File: src/rtl/syscall_print_ctrl.sv
// syscall_print_ctrl
// Services the print-string system call. While a request is active the
// controller stalls the CPU, takes over the data-memory port, walks a
// null-terminated string one word at a time and hands each byte to a
// console sink through a valid/ready handshake. When idle, the data-memory
// port is a transparent pass-through of the CPU's own memory accesses.

module syscall_print_ctrl #(
    parameter int          MAX_LEN    = 256,
    parameter logic [31:0] PRINT_CODE = 32'd4
) (
    input  logic        clk,
    input  logic        reset,

    // syscall request from the CPU decode stage
    input  logic        syscall,
    input  logic [31:0] v0,
    input  logic [31:0] a0,
    output logic        stall,

    // CPU side of the data-memory port
    input  logic        cpu_memWrite,
    input  logic        cpu_memRead,
    input  logic [31:0] cpu_address,
    input  logic [31:0] cpu_writeData,
    output logic [31:0] cpu_readData,

    // data-memory side (memory indexes words by address>>2)
    output logic        mem_memWrite,
    output logic        mem_memRead,
    output logic [31:0] mem_address,
    output logic [31:0] mem_writeData,
    input  logic [31:0] mem_readData,

    // console sink
    output logic        char_valid,
    output logic [7:0]  char_data,
    input  logic        char_ready,

    output logic        done
);

    // The count must be able to hold MAX_LEN itself, hence the +1.
    localparam int            CW      = $clog2(MAX_LEN + 1);
    localparam logic [CW-1:0] MAX_CNT = CW'(MAX_LEN);

    typedef enum logic [1:0] {
        S_IDLE  = 2'd0,
        S_FETCH = 2'd1,
        S_EMIT  = 2'd2,
        S_DONE  = 2'd3
    } state_t;

    state_t        state;
    logic [31:0]   addr;       // byte address of the next character
    logic [CW-1:0] count;      // characters emitted for this request
    logic [31:0]   word_reg;   // word currently being walked

    logic          accept;     // a print request is taken this cycle
    logic          in_print;   // controller owns the memory port
    logic [7:0]    cur_byte;   // byte under addr within word_reg
    logic          fire;       // sink takes a character this cycle
    logic [31:0]   addr_next;
    logic [CW-1:0] count_next;

    assign accept     = (state == S_IDLE) && syscall && (v0 == PRINT_CODE);
    assign in_print   = (state == S_FETCH) || (state == S_EMIT);
    assign fire       = char_valid && char_ready;
    assign addr_next  = addr + 32'd1;
    assign count_next = count + CW'(1);

    // Big-endian byte lane select: offset 0 is the most significant byte.
    always_comb begin
        // NOTE: every always_comb output gets a default before any branch so
        // that no path leaves it unassigned; an unassigned path infers a latch.
        cur_byte = 8'h00;
        case (addr[1:0])
            2'd0:    cur_byte = word_reg[31:24];
            2'd1:    cur_byte = word_reg[23:16];
            2'd2:    cur_byte = word_reg[15:8];
            default: cur_byte = word_reg[7:0];
        endcase
    end

    // Character output is decoded from the state and the latched word, so
    // it stays stable while the sink back-pressures and drops the instant an
    // asynchronous reset returns the state to IDLE.
    always_comb begin
        char_valid = 1'b0;
        char_data  = 8'h00;
        if ((state == S_EMIT) && (cur_byte != 8'h00)) begin
            char_valid = 1'b1;
            char_data  = cur_byte;
        end
    end

    // The stall must rise in the same cycle the syscall is decoded so the
    // pipeline never advances past it, hence the combinational accept term.
    always_comb begin
        stall = accept || in_print;
    end

    // Memory port ownership: pass-through outside a print, controller-owned
    // reads (never writes) while walking the string.
    always_comb begin
        mem_memWrite  = cpu_memWrite;
        mem_memRead   = cpu_memRead;
        mem_address   = cpu_address;
        mem_writeData = cpu_writeData;
        if (in_print) begin
            mem_memWrite = 1'b0;
            mem_memRead  = (state == S_FETCH);
            mem_address  = {addr[31:2], 2'b00};
        end
    end

    // Load data always flows straight back to the CPU.
    always_comb begin
        cpu_readData = mem_readData;
    end

    // Print sequencer: accepts a request, fetches words, emits bytes until a
    // NUL or the length guard, then pulses done for one cycle.
    always_ff @(posedge clk or posedge reset) begin
        if (reset) begin
            state    <= S_IDLE;
            addr     <= 32'h0;
            count    <= '0;
            word_reg <= 32'h0;
            done     <= 1'b0;
        end else begin
            // NOTE: sequential state is always updated with non-blocking
            // assignments so every flop samples the pre-edge values; blocking
            // assignments here would make results depend on statement order.
            done <= 1'b0;
            case (state)
                S_IDLE: begin
                    if (accept) begin
                        addr  <= a0;
                        count <= '0;
                        state <= S_FETCH;
                    end
                end

                S_FETCH: begin
                    word_reg <= mem_readData;
                    state    <= S_EMIT;
                end

                S_EMIT: begin
                    if (cur_byte == 8'h00) begin
                        // terminator reached: nothing is emitted for it
                        state <= S_DONE;
                        done  <= 1'b1;
                    end else if (fire) begin
                        addr  <= addr_next;
                        count <= count_next;
                        if (count_next == MAX_CNT) begin
                            state <= S_DONE;
                            done  <= 1'b1;
                        end else if (addr_next[1:0] == 2'b00) begin
                            state <= S_FETCH;
                        end
                    end
                end

                S_DONE: begin
                    state <= S_IDLE;
                end

                default: begin
                    state <= S_IDLE;
                end
            endcase
        end
    end

endmodule

File: config.mk
export PLATFORM = sky130hd
export DESIGN_NAME = syscall_print_ctrl
export DESIGN_NICKNAME = d
export VERILOG_FILES = /design/src/rtl/syscall_print_ctrl.sv
export SDC_FILE = /design/constraint.sdc
export NUM_CORES = 1
export LEC_CHECK = 0
export CAP_MARGIN = 20
export CORE_ASPECT_RATIO = 0.5
export CORE_MARGIN = 4
export CORE_UTILIZATION = 40
export CTS_CLUSTER_DIAMETER = 100
export DETAILED_ROUTE_END_ITERATION = 8
export GPL_ROUTABILITY_DRIVEN = 0
export HOLD_SLACK_MARGIN = 0.12
export PLACE_DENSITY = 0.8
export SLEW_MARGIN = 20
export SYNTH_ARGS = -nofsm -noshare
export SYNTH_HDL_FRONTEND = slang
export SYNTH_SLANG_ARGS = --single-unit
File: constraint.sdc
create_clock -name clk -period 2.7 [get_ports clk]
set_input_delay 0.54 -clock clk [delete_from_list [all_inputs] [get_ports clk]]
set_output_delay 0.54 -clock clk [all_outputs]
set_load 0.005 [all_outputs]
### PDN straps and rails

Pins as bars on the die edge.
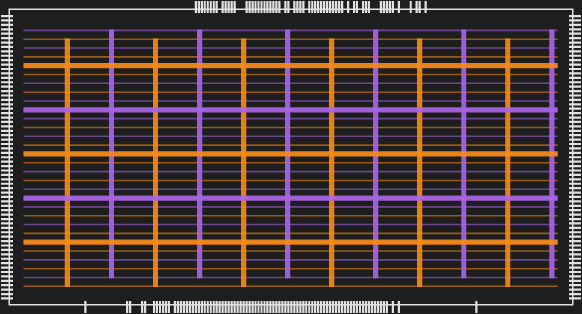
VDD -> purple
VSS -> orange
met1 rails = 30
met5 straps = 5
rows = 29
met4 straps = 12
signal pins = 275
die height: 90.61 um
chip width: 173.2 um
core area: 12990 um2
maximum VDD drop: 355.4 uV

### Clock routing

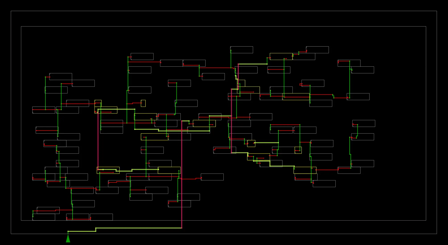
clkbuf count: 9
flop count: 76
CTS sink count: 76

==> results_dict.tcl <==
# place-and-route summary
set metrics [dict create \
    syn_area_um2 5459 \
    cts-root-buf "clkbuf_16" \
    violations "setup timing" \
    yosysTopAreaCellShare 0.3484 \
    yosysUniqueCellTypes 60 \
    r2r-end "addr[24]$_DFFE_PP0P_" \
    drt_pass1_iterations 6 \
    first_global_vias 5208 \
    min-delay-start "word_reg[26]$_DFFE_PP0P_" \
    nNetsFinal 927 \
    highest_layer "met4" \
    use_met3 0.04935 \
    hold_depth 1 \
    fin_ws_ps -34.53 \
    totalNegativeSetupSlack_ps -34.53 \
    hold_buffers 0 \
    crit_path_end "char_valid" \
    max_cap_violations 0 \
    crit_path_max_fanout 8 \
    status "finished, violations left" \
    synth.yosys.warnings 0 \
    clk_latency_ps 350 \
    grtUsageMet2 0.3596 \
    r2r_setup_slack_ps 80 \
    worstPathArrival_ps 2190 \
    placedCellCount 889 \
    edf_count 0 \
    cts_tree "built" \
    finalPower_w 0.004540 \
    vias_per_cell 5.851 \
    overflow 0 \
    setup_viol 1 \
    drive_gt1_frac 0.2454 \
    slew-limit-headroom 0.5026 \
    ios 275 \
    whs_endpoint "word_reg[26]$_DFFE_PP0P_" \
    ys_seq_share 0.3484 \
    yosysTopAreaCell "dfrtp_1" \
    met3_length_mm 1.355 \
    required_ps 2160 \
    async_flop_share 1.000 \
]
### Met1 routing

Supply wires on this layer in gray.
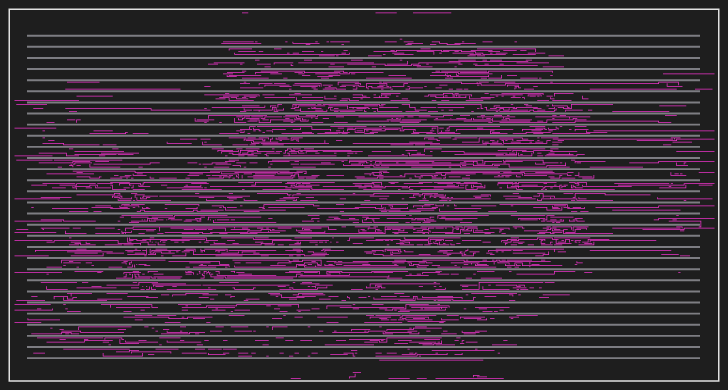
wire length on this layer = 7780 um
main direction = horizontal
share of all routed wire = 42%
longest straight run = 47.8 um
nets with wire on the layer = 811
met1 usage: 0.2716
via count: 5430
total wire length: 18.46 mm

### Register map, names as in the netlist

Other sequential cells in the stronger gray, the rest of the logic in the fainter gray.
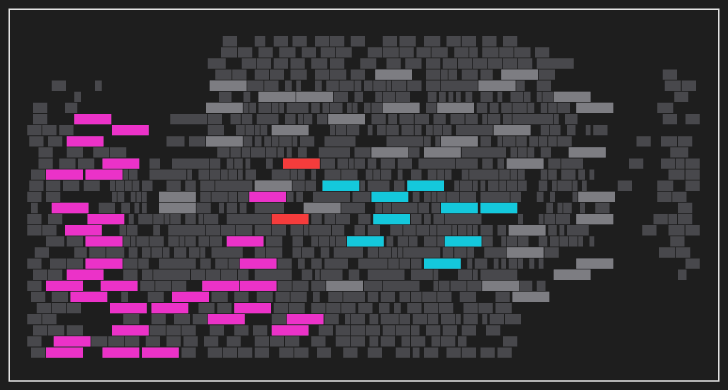
`word_reg` -> magenta  # placed flops 32
`state` -> red  # placed flops 2
`count` -> cyan  # placed flops 9, where center
post-layout util: 0.6305
Reg area: 1902 um2
Seq area share: 0.2322

[worst max-delay path: stages (launching register included)]
cell and delay [ps]:
dfrtp_1 410, buf_6 140, ha_4 180, a222oi_1 410, nand2_1 190, o31ai_4 290
a21oi_2 110, clkbuf_2 130
[power by group]
part	total, W	internal (W)	switching (W)
registers	0.00143	0.00130	0.000123
logic	0.00178	0.00104	0.000738
clock network	0.00133	0.000814	0.000517
total	0.00454	0.00316	0.00138
[cells by family (layout without fill, tap and decap cells)]
kind of cell             count (synthesis)  after routing  share of synthesized area
AND-OR/OR-AND                          148            148                     0.1976
XOR/XNOR                                 1              1                   0.001605
adder cells (fa/ha/maj)                  8              8                    0.01834
buffers and inverters                  120            298                     0.1359
flip-flops                              76             76                     0.3484
multiplexers                            70             70                     0.1428
AND/OR/NAND/NOR                        157            157                     0.1554
[final cells by class]
type / instances / area (um2)
fill: 1019 / 4800
multi-input combinational: 384 / 3003
timing repair buffer: 271 / 2709
sequential: 76 / 1902
clock buffer: 9 / 225.2
tap: 170 / 212.7
clock inverter: 7 / 97.59
inverter: 11 / 41.29
[timing repair]
action,4_1_cts,5_1_grt
resized,31,37
buffers inserted,11,6
pin swaps,18,18
setup endpoints to repair,41,51
gates cloned,1,6
[placed cells by master (no fill, tap or decap), drive strengths merged, types with 5 or more instances in the layout]
cell and n:
or4 5, nand3 21, mux2 63, o21ai 17, and3 12, nand2 29, o22ai 9, dlymetal6s2s 6
nand4 7, a31oi 16, nor3 7, a2bb2oi 22, mux2i 7, ha 8, a211o 5, buf 58
clkdlybuf4s50 195, inv 13, a222oi 8, nor4 13, a21oi 25, a211oi 19, dfrtp 76, nor2 41
clkbuf 18
